Fig. 1: routed clock nets over the placement
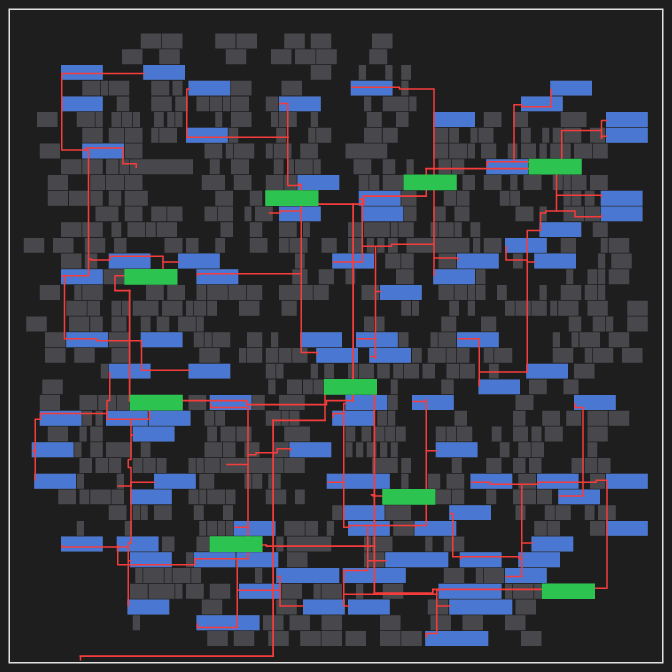
Fig. 2: M4 wires
Scale bar: 20 um.
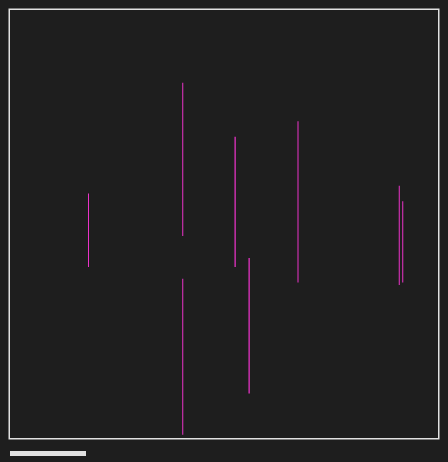
[src/rtl/jt7759_feeder_pkg.sv]
// Shared definitions for the JT7759 slave-mode data feeder.
//  - feed_state_t : bus FSM states (IDLE, FETCH, WAIT_REQ, SETUP, PULSE, HOLD, ACK)
//  - *_DEF        : default parameter values for the feeder top
package jt7759_feeder_pkg;

    typedef enum logic [2:0] {
        ST_IDLE     = 3'd0,
        ST_FETCH    = 3'd1,
        ST_WAIT_REQ = 3'd2,
        ST_SETUP    = 3'd3,
        ST_PULSE    = 3'd4,
        ST_HOLD     = 3'd5,
        ST_ACK      = 3'd6
    } feed_state_t;

    localparam int AW_DEF     = 17;
    localparam int WR_W_DEF   = 4;
    localparam int TOUT_W_DEF = 8;

endpackage

[src/rtl/jt7759_feeder_fetch.sv]
// ROM prefetch unit for the JT7759 feeder: keeps a 1-byte buffer filled from
// the sample ROM while the bus FSM waits on the chip.
// Ports:
//  clk, rst            clock, synchronous active-high reset
//  load                accept a new transfer (load_addr/load_len sampled)
//  stop                cancel: drop remaining fetches and invalidate the buffer
//  load_addr, load_len first ROM byte and byte count
//  pop                 buffer consumed by the bus FSM
//  rom_cs, rom_addr    ROM request and byte address
//  rom_data, rom_ok    ROM answer
//  buf_data, buf_vld   prefetched byte and its valid flag
module jt7759_feeder_fetch #(
    parameter int AW = 17
) (
    input  logic          clk,
    input  logic          rst,
    input  logic          load,
    input  logic          stop,
    input  logic [AW-1:0] load_addr,
    input  logic [AW-1:0] load_len,
    input  logic          pop,
    output logic          rom_cs,
    output logic [AW-1:0] rom_addr,
    input  logic [7:0]    rom_data,
    input  logic          rom_ok,
    output logic [7:0]    buf_data,
    output logic          buf_vld
);

    logic [AW-1:0] left;    // bytes not yet fetched
    logic [1:0]    age;     // clk cycles the current request has been stable, saturates at 2
    logic          take;

    assign rom_cs = !buf_vld && (left != '0);
    // An rom_ok seen in the first two cycles of a request may still belong to
    // the previous address, so only a request at least two cycles old is trusted.
    assign take   = rom_cs && rom_ok && (age == 2'd2);

    always_ff @(posedge clk) begin
        if (rst) begin
            rom_addr <= '0;
            left     <= '0;
            age      <= '0;
            buf_vld  <= 1'b0;
        end else if (stop) begin
            left     <= '0;
            age      <= '0;
            buf_vld  <= 1'b0;
        end else if (load) begin
            rom_addr <= load_addr;
            left     <= load_len;
            age      <= '0;
            buf_vld  <= 1'b0;
        end else if (take) begin
            buf_vld  <= 1'b1;
            rom_addr <= rom_addr + 1'b1;   // wraps modulo 2^AW
            left     <= left - 1'b1;
            age      <= '0;
        end else begin
            if (pop) buf_vld <= 1'b0;
            if (!rom_cs) age <= '0;
            else if (age != 2'd2) age <= age + 2'd1;
        end
    end

    // Data register carries no reset; buf_vld qualifies it.
    always_ff @(posedge clk) begin
        if (take) buf_data <= rom_data;
    end

endmodule

[src/rtl/jt7759_feeder.sv]
// Host-side master for the JT7759 slave-mode (mdn=0) data port. Streams a ROM
// region into the chip one byte per drqn request using a cs/wrn write strobe,
// and waits for drqn to return high before offering the next byte.
// Ports:
//  clk, rst        clock, synchronous active-high reset
//  cen             clock enable for bus timing (chip cen_ctl rate)
//  start, abort    transfer request / cancel
//  start_addr, len first ROM byte and byte count (0 = no transfer)
//  busy, done, err transfer in progress, end pulse, sticky timeout flag
//  rom_cs, rom_addr, rom_data, rom_ok   sample ROM port
//  drqn            chip data request, active low
//  cs, wrn, dout   chip select, write strobe (active low), data bus
module jt7759_feeder
    import jt7759_feeder_pkg::*;
#(
    parameter int AW     = AW_DEF,
    parameter int WR_W   = WR_W_DEF,
    parameter int TOUT_W = TOUT_W_DEF
) (
    input  logic          clk,
    input  logic          rst,
    input  logic          cen,
    input  logic          start,
    input  logic          abort,
    input  logic [AW-1:0] start_addr,
    input  logic [AW-1:0] len,
    output logic          busy,
    output logic          done,
    output logic          err,
    output logic          rom_cs,
    output logic [AW-1:0] rom_addr,
    input  logic [7:0]    rom_data,
    input  logic          rom_ok,
    input  logic          drqn,
    output logic          cs,
    output logic          wrn,
    output logic [7:0]    dout
);

    localparam logic [3:0] WR_LAST = 4'(WR_W - 1);

    feed_state_t       st, st_nxt;
    logic              drqn_s;
    logic [AW-1:0]     cnt;
    logic [3:0]        wr_cnt;
    logic [TOUT_W-1:0] tout;
    logic [7:0]        buf_data;
    logic              buf_vld;
    logic              pop;
    logic              accept;
    logic              empty_req;
    logic              timeout;
    logic              finish;

    assign accept    = (st == ST_IDLE) && start && !abort && (len != '0);
    assign empty_req = (st == ST_IDLE) && start && !abort && (len == '0);
    assign timeout   = !abort && (st == ST_ACK) && cen && !drqn_s && (&tout);
    assign finish    = !abort && (st == ST_ACK) && cen && drqn_s && (cnt == '0);

    // Strobes come straight from the state register so abort releases them
    // on the very next cycle, even in the middle of PULSE.
    assign busy = (st != ST_IDLE);
    assign cs   = (st == ST_SETUP) || (st == ST_PULSE) || (st == ST_HOLD);
    assign wrn  = (st != ST_PULSE);

    jt7759_feeder_fetch #(
        .AW (AW)
    ) u_fetch (
        .clk       (clk),
        .rst       (rst),
        .load      (accept),
        .stop      (abort || timeout),
        .load_addr (start_addr),
        .load_len  (len),
        .pop       (pop),
        .rom_cs    (rom_cs),
        .rom_addr  (rom_addr),
        .rom_data  (rom_data),
        .rom_ok    (rom_ok),
        .buf_data  (buf_data),
        .buf_vld   (buf_vld)
    );

    always_comb begin
        st_nxt = st;
        pop    = 1'b0;
        if (abort) begin
            st_nxt = ST_IDLE;
        end else begin
            case (st)
                ST_IDLE:     if (start && (len != '0)) st_nxt = ST_FETCH;
                ST_FETCH:    if (cen) st_nxt = ST_WAIT_REQ;
                ST_WAIT_REQ: if (cen && buf_vld && !drqn_s) st_nxt = ST_SETUP;
                ST_SETUP:    if (cen) st_nxt = ST_PULSE;
                ST_PULSE:    if (cen && (wr_cnt == WR_LAST)) st_nxt = ST_HOLD;
                ST_HOLD: begin
                    if (cen) begin
                        st_nxt = ST_ACK;
                        pop    = 1'b1;
                    end
                end
                ST_ACK: begin
                    if (cen) begin
                        if (drqn_s)    st_nxt = (cnt == '0) ? ST_IDLE : ST_WAIT_REQ;
                        else if (&tout) st_nxt = ST_IDLE;
                    end
                end
                default:     st_nxt = ST_IDLE;
            endcase
        end
    end

    always_ff @(posedge clk) begin
        if (rst) begin
            st     <= ST_IDLE;
            drqn_s <= 1'b1;
            done   <= 1'b0;
            err    <= 1'b0;
            cnt    <= '0;
            wr_cnt <= '0;
            tout   <= '0;
            dout   <= '0;
        end else begin
            st     <= st_nxt;
            drqn_s <= drqn;
            done   <= empty_req || finish || timeout;
            if (timeout)     err <= 1'b1;
            else if (accept) err <= 1'b0;
            if (accept) cnt <= len;
            else if (pop && !abort) cnt <= cnt - 1'b1;
            if ((st == ST_WAIT_REQ) && (st_nxt == ST_SETUP)) dout <= buf_data;
            // Tick counters restart whenever their state is left.
            if (st != ST_PULSE) wr_cnt <= '0;
            else if (cen)       wr_cnt <= wr_cnt + 4'd1;
            if (st != ST_ACK)   tout <= '0;
            else if (cen)       tout <= tout + 1'b1;
        end
    end

endmodule

[config.mk]
export PLATFORM = sky130hd
export DESIGN_NAME = jt7759_feeder
export DESIGN_NICKNAME = d
export VERILOG_FILES = /design/src/rtl/jt7759_feeder_pkg.sv /design/src/rtl/jt7759_feeder_fetch.sv /design/src/rtl/jt7759_feeder.sv
export SDC_FILE = /design/constraint.sdc
export NUM_CORES = 1
export LEC_CHECK = 0
export ABC_AREA = 0
export CAP_MARGIN = 30
export CORE_MARGIN = 2
export CORE_UTILIZATION = 40
export DETAILED_ROUTE_END_ITERATION = 6
export HOLD_SLACK_MARGIN = 0.05
export SLEW_MARGIN = 20
export SYNTH_ARGS = -nofsm -noshare
export SYNTH_HDL_FRONTEND = slang
export SYNTH_SLANG_ARGS = --single-unit
[constraint.sdc]
create_clock -name clk -period 4.9 [get_ports clk]
set_input_delay 0.49 -clock clk [delete_from_list [all_inputs] [get_ports clk]]
set_output_delay 0.49 -clock clk [all_outputs]
set_load 0.02 [all_outputs]
==> results.toml <==
# implementation run metrics
[run_status]
status = "finished clean"

[power_and_ir_drop]
irDropWorstVdd_mv = 0.217
power_density_nw_per_um2 = 302
fin_total_pwr_mw = 1.81

[worst_setup_path]
cp_data_arrival_time_ns = 2.78
path_cells = "inv_1 > ha_1 > nor3b_1 > nand2_1 > buf_4 > nor2_1 > nor2_1 > clkdlybuf4s50_1"
required_ns = 4.41
crit_fanout = 18
cp_top_family = "simple AND/OR/NAND/NOR gates"
max_stage_delay_ns = 0.56
cp-start-kind = "flop"

[layout]
buffers = 87
drive_above_1_share_pct = 5.49
layout_top_cell = "dfxtp_1"
seq_share_pct = 30.8
flops = 88
logic_gate_count = 413
finalInstanceArea_sq_um = 5990
clk_share_pct = 5.62
lay_top_cells = "80 x dfxtp_1, 79 x clkdlybuf4s50_1, 58 x nor2_1"
largestRegisters = "cnt (17), u_fetch.left (17), u_fetch.rom_addr (17)"
final_cells = 762
final_nets = 670
final_util_pct = 52.2
comb_share_pct = 45.3

[clock_network]
cts_made_buffers = 9
postCtsHoldBufs = 0
cts_tree = "done"
clk_pin_slew_ns = 0.06
cts_root_buf = "clkbuf_16"
post-cts-setup-buffers = 0

[global_route]
grt_util_met2_pct = 34.1
grt_max_degree = 48
grt_pass1_vias = 4355
grtUsageMet3_pct = 4.98
grt_util_met1_pct = 29.5
track_usage_pct = 21.6
grt.busiest_layer = "met2"
grt_overflow = 0
grt_pass1_wl_mm = 22.1

[final_timing]
fin_crit_sh_pct = 66.7
worst_pin_slew_ns = 0.785
post-route-min-period_ns = 3.27
whs_ns = 0.483

[logic_synthesis]
ys_sh_adder_pct = 1.85
synth-main-ff-cell = "dfxtp_1"
mux_area_share_pct = 4.68
seq_area_frac_synth_pct = 38.9
ys_sh_simple_pct = 23.5
ys_sh_aoi_pct = 22.7
most_common_cell = "dfxtp_1"
ys_top_cells_by_area = "dfxtp_1 34%, edfxtp_1 5.1%, nor2_1 4.6%"
synth_cell_types = 64
synth.top_cell.area_share_pct = 33.8
ys_area_sq_um = 4730
synth_warnings = 0
top_area_cell = "dfxtp_1"
syn_inst = 555
synth.logic.top_family = "simple AND/OR/NAND/NOR gates"
syn_avg_cell_area_sq_um = 8.53

[route]
wl_met3_um = 790
remaining_drc_errors = 0
ant_nets = 0
first_pass_iters = 5
drt-initial-drc-count = 435
maxUsedRoutingLayer = "met4"

[die]
die_h_um = 113
tap_cells = 143
core-area_sq_um = 11500
pin_count = 80
row_count = 39
fp.dieW_um = 113

[placement]
place_hpwl_mm = 9.37
portBuffers = 79
-- Fig. 1 (at the start) --
[flip-flops] blue | count: 88
[cells driving clock nets] green | count: 9
[clock wires] red | length: 1,260 um
flops lie: widely spread
routed clock nets: 10
P_clk: 0.791 mW
Latency at later pin: 0.35 ns
Clock Skew: 0.00715 ns

-- Fig. 2 (at the start) --
longest straight run: 42.2 um
main direction: vertical
share of all routed wire: 1.9%
wire length on this layer: 258 um
Total Wirelength: 13.6 mm
via count: 4,636

## path summary, 6_finish.rpt
check / start / end / slack, ns / cells after the start
setup / recovery: u_fetch.left[0]$_SDFFE_PP0P_ / rom_cs / 1.63 / 8
hold / removal: tout[7]$_SDFFE_PP0P_ / tout[7]$_SDFFE_PP0P_ / 0.48 / 2
setup reg to reg: u_fetch.left[0]$_SDFFE_PP0P_ / u_fetch.rom_addr[12]$_SDFFE_PP0P_ / 1.84 / 8
hold reg to reg: tout[7]$_SDFFE_PP0P_ / tout[7]$_SDFFE_PP0P_ / 0.48 / 2
## power by group
part           leakage (nW)  switching, mW  internal, mW
Clock                 0.164          0.294         0.497
Combinational          1.10          0.141         0.105
Sequential            0.722         0.0237         0.746
Total                  1.99          0.459          1.35
No activity file was given, so power comes from the tool's default toggle rates.
